==> images/clock_nets.png <==
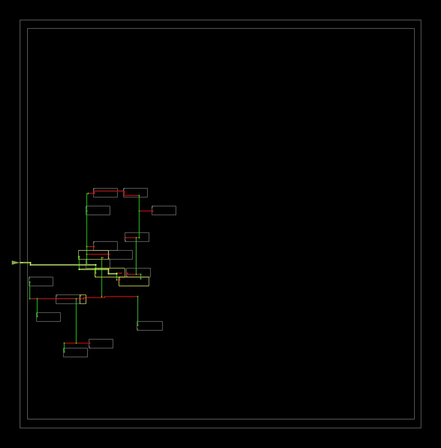
==> images/m3.png <==
The bar under the picture is 20 µm long.
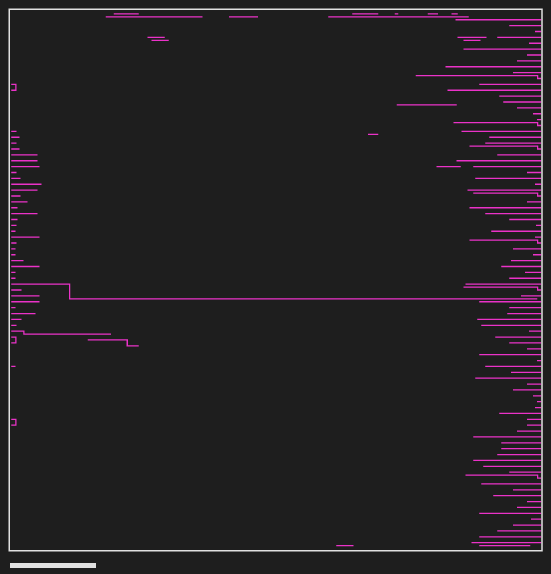
`config.mk`:
```
export PLATFORM = sky130hd
export DESIGN_NAME = wb_rr_arbiter
export DESIGN_NICKNAME = d
export VERILOG_FILES = /design/src/rtl/wb_rr_arbiter.sv
export SDC_FILE = /design/constraint.sdc
export NUM_CORES = 1
export LEC_CHECK = 0
export ABC_AREA = 1
export CAP_MARGIN = 20
export CORE_AREA = 2 2 121 123
export CTS_CLUSTER_SIZE = 30
export DETAILED_ROUTE_END_ITERATION = 10
export DIE_AREA = 0 0 123 125
export SLEW_MARGIN = 0
export SYNTH_ARGS = -nofsm -noshare
export SYNTH_HDL_FRONTEND = slang
export SYNTH_SLANG_ARGS = --single-unit
```
`constraint.sdc`:
```
create_clock -name clk -period 5.1 [get_ports clk]
set_clock_uncertainty 0.2 [all_clocks]
set_input_delay 1.02 -clock clk [delete_from_list [all_inputs] [get_ports clk]]
set_output_delay 1.02 -clock clk [all_outputs]
set_load 0.05 [all_outputs]
```
`src/rtl/wb_rr_arbiter.sv`:
```
// rtl/wb_rr_arbiter.sv - N-master to 1-slave Wishbone B3 round-robin arbiter with bus timeout
module wb_rr_arbiter #(
  parameter int NUM_MASTERS    = 2,
  parameter int ADDR_WIDTH     = 32,
  parameter int DATA_WIDTH     = 32,
  parameter int TIMEOUT_CYCLES = 255
) (
  input  logic                              clk,
  input  logic                              rst_n,
  input  logic [NUM_MASTERS*ADDR_WIDTH-1:0] m_adr_i,
  input  logic [NUM_MASTERS*DATA_WIDTH-1:0] m_dat_i,
  input  logic [NUM_MASTERS*(DATA_WIDTH/8)-1:0] m_sel_i,
  input  logic [NUM_MASTERS-1:0]            m_we_i,
  input  logic [NUM_MASTERS-1:0]            m_cyc_i,
  input  logic [NUM_MASTERS-1:0]            m_stb_i,
  input  logic [NUM_MASTERS*3-1:0]          m_cti_i,
  input  logic [NUM_MASTERS*2-1:0]          m_bte_i,
  output logic [DATA_WIDTH-1:0]             m_dat_o,
  output logic [NUM_MASTERS-1:0]            m_ack_o,
  output logic [NUM_MASTERS-1:0]            m_err_o,
  output logic [NUM_MASTERS-1:0]            m_rty_o,
  output logic [ADDR_WIDTH-1:0]             s_adr_o,
  output logic [DATA_WIDTH-1:0]             s_dat_o,
  output logic [DATA_WIDTH/8-1:0]           s_sel_o,
  output logic                              s_we_o,
  output logic                              s_cyc_o,
  output logic                              s_stb_o,
  output logic [2:0]                        s_cti_o,
  output logic [1:0]                        s_bte_o,
  input  logic [DATA_WIDTH-1:0]             s_dat_i,
  input  logic                              s_ack_i,
  input  logic                              s_err_i,
  input  logic                              s_rty_i,
  output logic [NUM_MASTERS-1:0]            gnt_o,
  output logic                              timeout_o,
  output logic [2:0]                        timeout_master_o
);

  localparam int SEL_W = DATA_WIDTH / 8;
  localparam int CNT_W = ($clog2(TIMEOUT_CYCLES + 1) > 8) ? $clog2(TIMEOUT_CYCLES + 1) : 8;
  localparam logic [CNT_W-1:0] CNT_LAST = (TIMEOUT_CYCLES == 0) ? '0 : CNT_W'(TIMEOUT_CYCLES - 1);
  localparam logic [2:0] LAST_IDX = 3'(NUM_MASTERS - 1);

  typedef enum logic [1:0] {IDLE, BUSY, ABORT} state_t;

  state_t                 state, state_nxt;
  logic [2:0]             g, g_nxt, ptr, ptr_nxt, tm, tm_nxt, pick, g_inc;
  logic [NUM_MASTERS-1:0] gnt, gnt_nxt;
  logic [CNT_W-1:0]       cnt, cnt_nxt;
  logic                   found, busy, term, fwd, timeout_hit;

  logic [ADDR_WIDTH-1:0]  sel_adr;
  logic [DATA_WIDTH-1:0]  sel_dat;
  logic [SEL_W-1:0]       sel_sel;
  logic                   sel_we, sel_cyc, sel_stb;
  logic [2:0]             sel_cti;
  logic [1:0]             sel_bte;

  // Signals of the currently granted master
  always_comb begin
    sel_adr = '0;
    sel_dat = '0;
    sel_sel = '0;
    sel_we  = 1'b0;
    sel_cyc = 1'b0;
    sel_stb = 1'b0;
    sel_cti = '0;
    sel_bte = '0;
    for (int k = 0; k < NUM_MASTERS; k++) begin
      if (g == 3'(k)) begin
        sel_adr = m_adr_i[k*ADDR_WIDTH +: ADDR_WIDTH];
        sel_dat = m_dat_i[k*DATA_WIDTH +: DATA_WIDTH];
        sel_sel = m_sel_i[k*SEL_W +: SEL_W];
        sel_we  = m_we_i[k];
        sel_cyc = m_cyc_i[k];
        sel_stb = m_stb_i[k];
        sel_cti = m_cti_i[k*3 +: 3];
        sel_bte = m_bte_i[k*2 +: 2];
      end
    end
  end

  // First requester at or above the pointer, otherwise wrap to the lowest requester
  always_comb begin
    pick  = '0;
    found = 1'b0;
    for (int k = 0; k < NUM_MASTERS; k++) begin
      if (!found && (3'(k) >= ptr) && m_cyc_i[k]) begin
        pick  = 3'(k);
        found = 1'b1;
      end
    end
    for (int k = 0; k < NUM_MASTERS; k++) begin
      if (!found && m_cyc_i[k]) begin
        pick  = 3'(k);
        found = 1'b1;
      end
    end
  end

  assign g_inc = (g == LAST_IDX) ? 3'd0 : g + 3'd1;
  assign busy  = (state == BUSY);
  assign term  = s_ack_i | s_err_i | s_rty_i;
  assign fwd   = busy & sel_cyc & rst_n;

  assign s_adr_o = busy ? sel_adr : '0;
  assign s_dat_o = busy ? sel_dat : '0;
  assign s_sel_o = busy ? sel_sel : '0;
  assign s_we_o  = busy & sel_we;
  assign s_cyc_o = busy & sel_cyc;
  assign s_stb_o = busy & sel_cyc & sel_stb;
  assign s_cti_o = busy ? sel_cti : '0;
  assign s_bte_o = busy ? sel_bte : '0;
  assign m_dat_o = s_dat_i;

  assign timeout_hit = (TIMEOUT_CYCLES != 0) && s_stb_o && !term && (cnt == CNT_LAST);

  always_comb begin
    for (int k = 0; k < NUM_MASTERS; k++) begin
      m_ack_o[k] = fwd && (g == 3'(k)) && s_ack_i;
      m_rty_o[k] = fwd && (g == 3'(k)) && s_rty_i;
      m_err_o[k] = (g == 3'(k)) && ((fwd && s_err_i) || ((state == ABORT) && rst_n));
    end
  end

  assign gnt_o            = gnt;
  assign timeout_o        = (state == ABORT);
  assign timeout_master_o = tm;

  always_comb begin
    state_nxt = state;
    g_nxt     = g;
    ptr_nxt   = ptr;
    gnt_nxt   = gnt;
    tm_nxt    = tm;
    cnt_nxt   = (!s_stb_o || term || timeout_hit) ? '0 : cnt + 1'b1;
    case (state)
      IDLE: begin
        if (|m_cyc_i) begin
          state_nxt = BUSY;
          g_nxt     = pick;
          gnt_nxt   = NUM_MASTERS'(1) << pick;
        end
      end
      BUSY: begin
        if (!sel_cyc) begin
          state_nxt = IDLE;
          ptr_nxt   = g_inc;
          gnt_nxt   = '0;
        end else if (timeout_hit) begin
          state_nxt = ABORT;
          tm_nxt    = g;
        end
      end
      ABORT: begin
        // Late terminations are ignored; the owner keeps the bus only if still cycling
        if (sel_cyc) begin
          state_nxt = BUSY;
        end else begin
          state_nxt = IDLE;
          ptr_nxt   = g_inc;
          gnt_nxt   = '0;
        end
      end
      default: state_nxt = IDLE;
    endcase
  end

  always_ff @(posedge clk) begin
    if (!rst_n) begin
      state <= IDLE;
      g     <= '0;
      ptr   <= '0;
      gnt   <= '0;
      tm    <= '0;
      cnt   <= '0;
    end else begin
      state <= state_nxt;
      g     <= g_nxt;
      ptr   <= ptr_nxt;
      gnt   <= gnt_nxt;
      tm    <= tm_nxt;
      cnt   <= cnt_nxt;
    end
  end

endmodule

```
==> Slide: Implementation Results <==
Synthesis and Place & Route Summary

Outcome
  • Status: completed

Power and ir drop
  • Pwr dens: around 200 nW/µm²
  • Leak: around 1.8 nW
  • Seq pwr: between 0.1 and 0.15 mW
  • Seq pwr share: 0.136
  • Comb group: around 0.65 mW
  • Maximum vdd ir drop: about 0.00014 V
  • Net Sw Frac: 0.482
  • Highest-power group: combinational cells
  • Int Power: 0.481 mW
  • Combinational power share: 0.699
  • Psw: around 0.45 mW
  • Total Power: ~0.93 mW

Finish
  • Final core utilization: 0.324
  • Non-Filler Instances: 774
  • Layout Nets: roughly 790
  • Biggest register: cnt
  • Most frequent cells in the layout: clkdlybuf4s50_1 (242), nor2_1 (166), o21ai_0 (80), nand2_1 (18), inv_1 (16)
  • Highest-count logic cell in the final layout: clkdlybuf4s50_1
  • Synthesis-to-layout area growth: 109%
  • Max reg flops: 8
  • Fin area: approximately 4600 µm²
  • Share of layout cells above drive strength 1: 0.0424

Synth
  • # Cells Yosys: between 300 and 400
  • Sequential share of the synthesized area: 0.136
  • Top FF cell, synth: dfxtp_1
  • Synth top cells by count: nor2_1 (166), o21ai_0 (80), buf_4 (34), clkbuf_1 (19), nand2_1 (18)
  • YS chip area: ~2200 µm²
  • Synth cell types: 35
  • Top cell type by total area after synthesis: nor2_1
  • Top cells by area: nor2_1 (28%), o21ai_0 (18%), dfxtp_1 (14%)
  • Top cell area share: 0.283
  • Mapped Area: roughly 2200 µm²
  • Syn Area/Cell: ~5.5 µm²
  • Syn Inst Count: ~400
  • Asr flop ratio synth: 0
  • Count of library flops with an enable pin: 0

Place
  • Post-DP HPWL: about 8.2 mm
  • Placer Congestion: 0.730
  • PortBufs: around 240
  • Pre-CTS setup slack: 0.700 ns
  • Placed Area: roughly 4500 µm²
  • Cells after DPL: between 700 and 800

Timing
  • Min setup slack post-route: around 0.72 ns
  • Worst Max-Slew Pin Slew: around 0.77 ns
  • Setup violations, final: 0
  • Setup TNS: 0 ns
  • Max-slew headroom: 0.487
  • Worst hold slack: roughly 0.25 ns
  • FMAX: around 230 MHz
  • Final Cycle Share: 0.858

Clocking
  • CTS Root Cell: clkbuf_16
  • CTS H-tree depth: 1
  • # hold bufs at CTS: 0
  • PostCTS Resize Cnt: 0
  • CTS tree: done
  • Clock transition at path regs: ~0.05 ns
  • Clock network latency to the later pin of the worst-skew pair: approximately 0.24 ns
  • CTS max path bufs: 2
  • CTS Buf Count: 3

GRT
  • Total gr overflow: 0
  • Global routing usage on met1: 0.155
  • Largest net degree at the start of global routing: 82
  • Top Usage Layer GRT: met2
  • Global Route met2 Usage: 0.208

Run
  • Max_cap viols: 0
  • Tool Warnings: 30

Worst setup path
  • CP startpoint: m_cyc_i[1]
  • CP Class: in -> out
  • Required time worst endpoint: a little under 4 ns
  • Crit path capture type: output pin
  • Worst reg2reg setup slack: 2.97 ns
  • Crit path max fanout: 4
  • Worst r2r src: g[0]
  • WP data arrival: 3.16 ns
  • R2R cell count: 8
  • CP endpoint: m_err_o[0]
  • FF-to-FF End: state[1]
  • Startpoint types: primary input

Worst hold path
  • Worst hold stages: 2
  • Hold WC Path Type: reg -> reg
  • Worst hold endpoint: timeout_master_o[0]
  • Worst Hold Launch: timeout_master_o[0]

Floorplanning
  • Die width: 123 µm
  • Std cell rows: approximately 44
  • Core box area: ~14,000 µm²
  • I/O Pins: 309
  • Die H: roughly 130 µm
  • Chip area: around 15,000 µm²
  • Floorplan Utilization: 0.155

Route
  • Drt first pass iters: 4
  • M1 WL: ~4.3 mm
  • Residual DRC: 0
  • Iter 0 DRT Violations: around 150
  • DR WL/cell: ~14 µm
  • Wire length on met2: 4.76 mm
  • Met3 Wirelength: 1.26 mm
  • Top sig layer: met4
  • Via density per instance: between 4 and 5
About clock_nets.png:
CLK BUF: 3
clk pwr: 0.153 mW

About m3.png:
The wires run mostly horizontal. The layer carries 1,260 µm of wire.
met3 Usage GRT: 0.0420
final WL: 10.5 mm
vias: 3,112

## logic make-up (layout without fill, tap and decap cells)
group	after synthesis	in the layout	synth area share
AND-OR/OR-AND	91	91	0.220
XOR/XNOR	3	3	0.0119
adder cells (fa/ha/maj)	6	6	0.0341
buffers and inverters	78	269	0.201
flip-flops	15	15	0.136
other	1	2	0.00170
AND/OR/NAND/NOR	204	204	0.395
## layout make-up
cell class                 count  area [µm²]
timing repair buffer         246        2450
clock inverter                 1        5.00
clock buffer                   3        75.1
sequential                    15         302
inverter                      19        73.8
multi-input combinational    306        1460
tap                          184         230
fill                        1564        9600
## worst max-delay path, cell delays in order
cell	delay, ns
clkdlybuf4s50_1	0.51
inv_1	0.05
nand2_1	0.10
nand3_2	0.19
nor2_1	0.24
a22oi_1	0.12
nor2_1	0.10
clkdlybuf4s50_1	0.81
Power figures rest on the tool's default switching activity, not on a simulated workload.
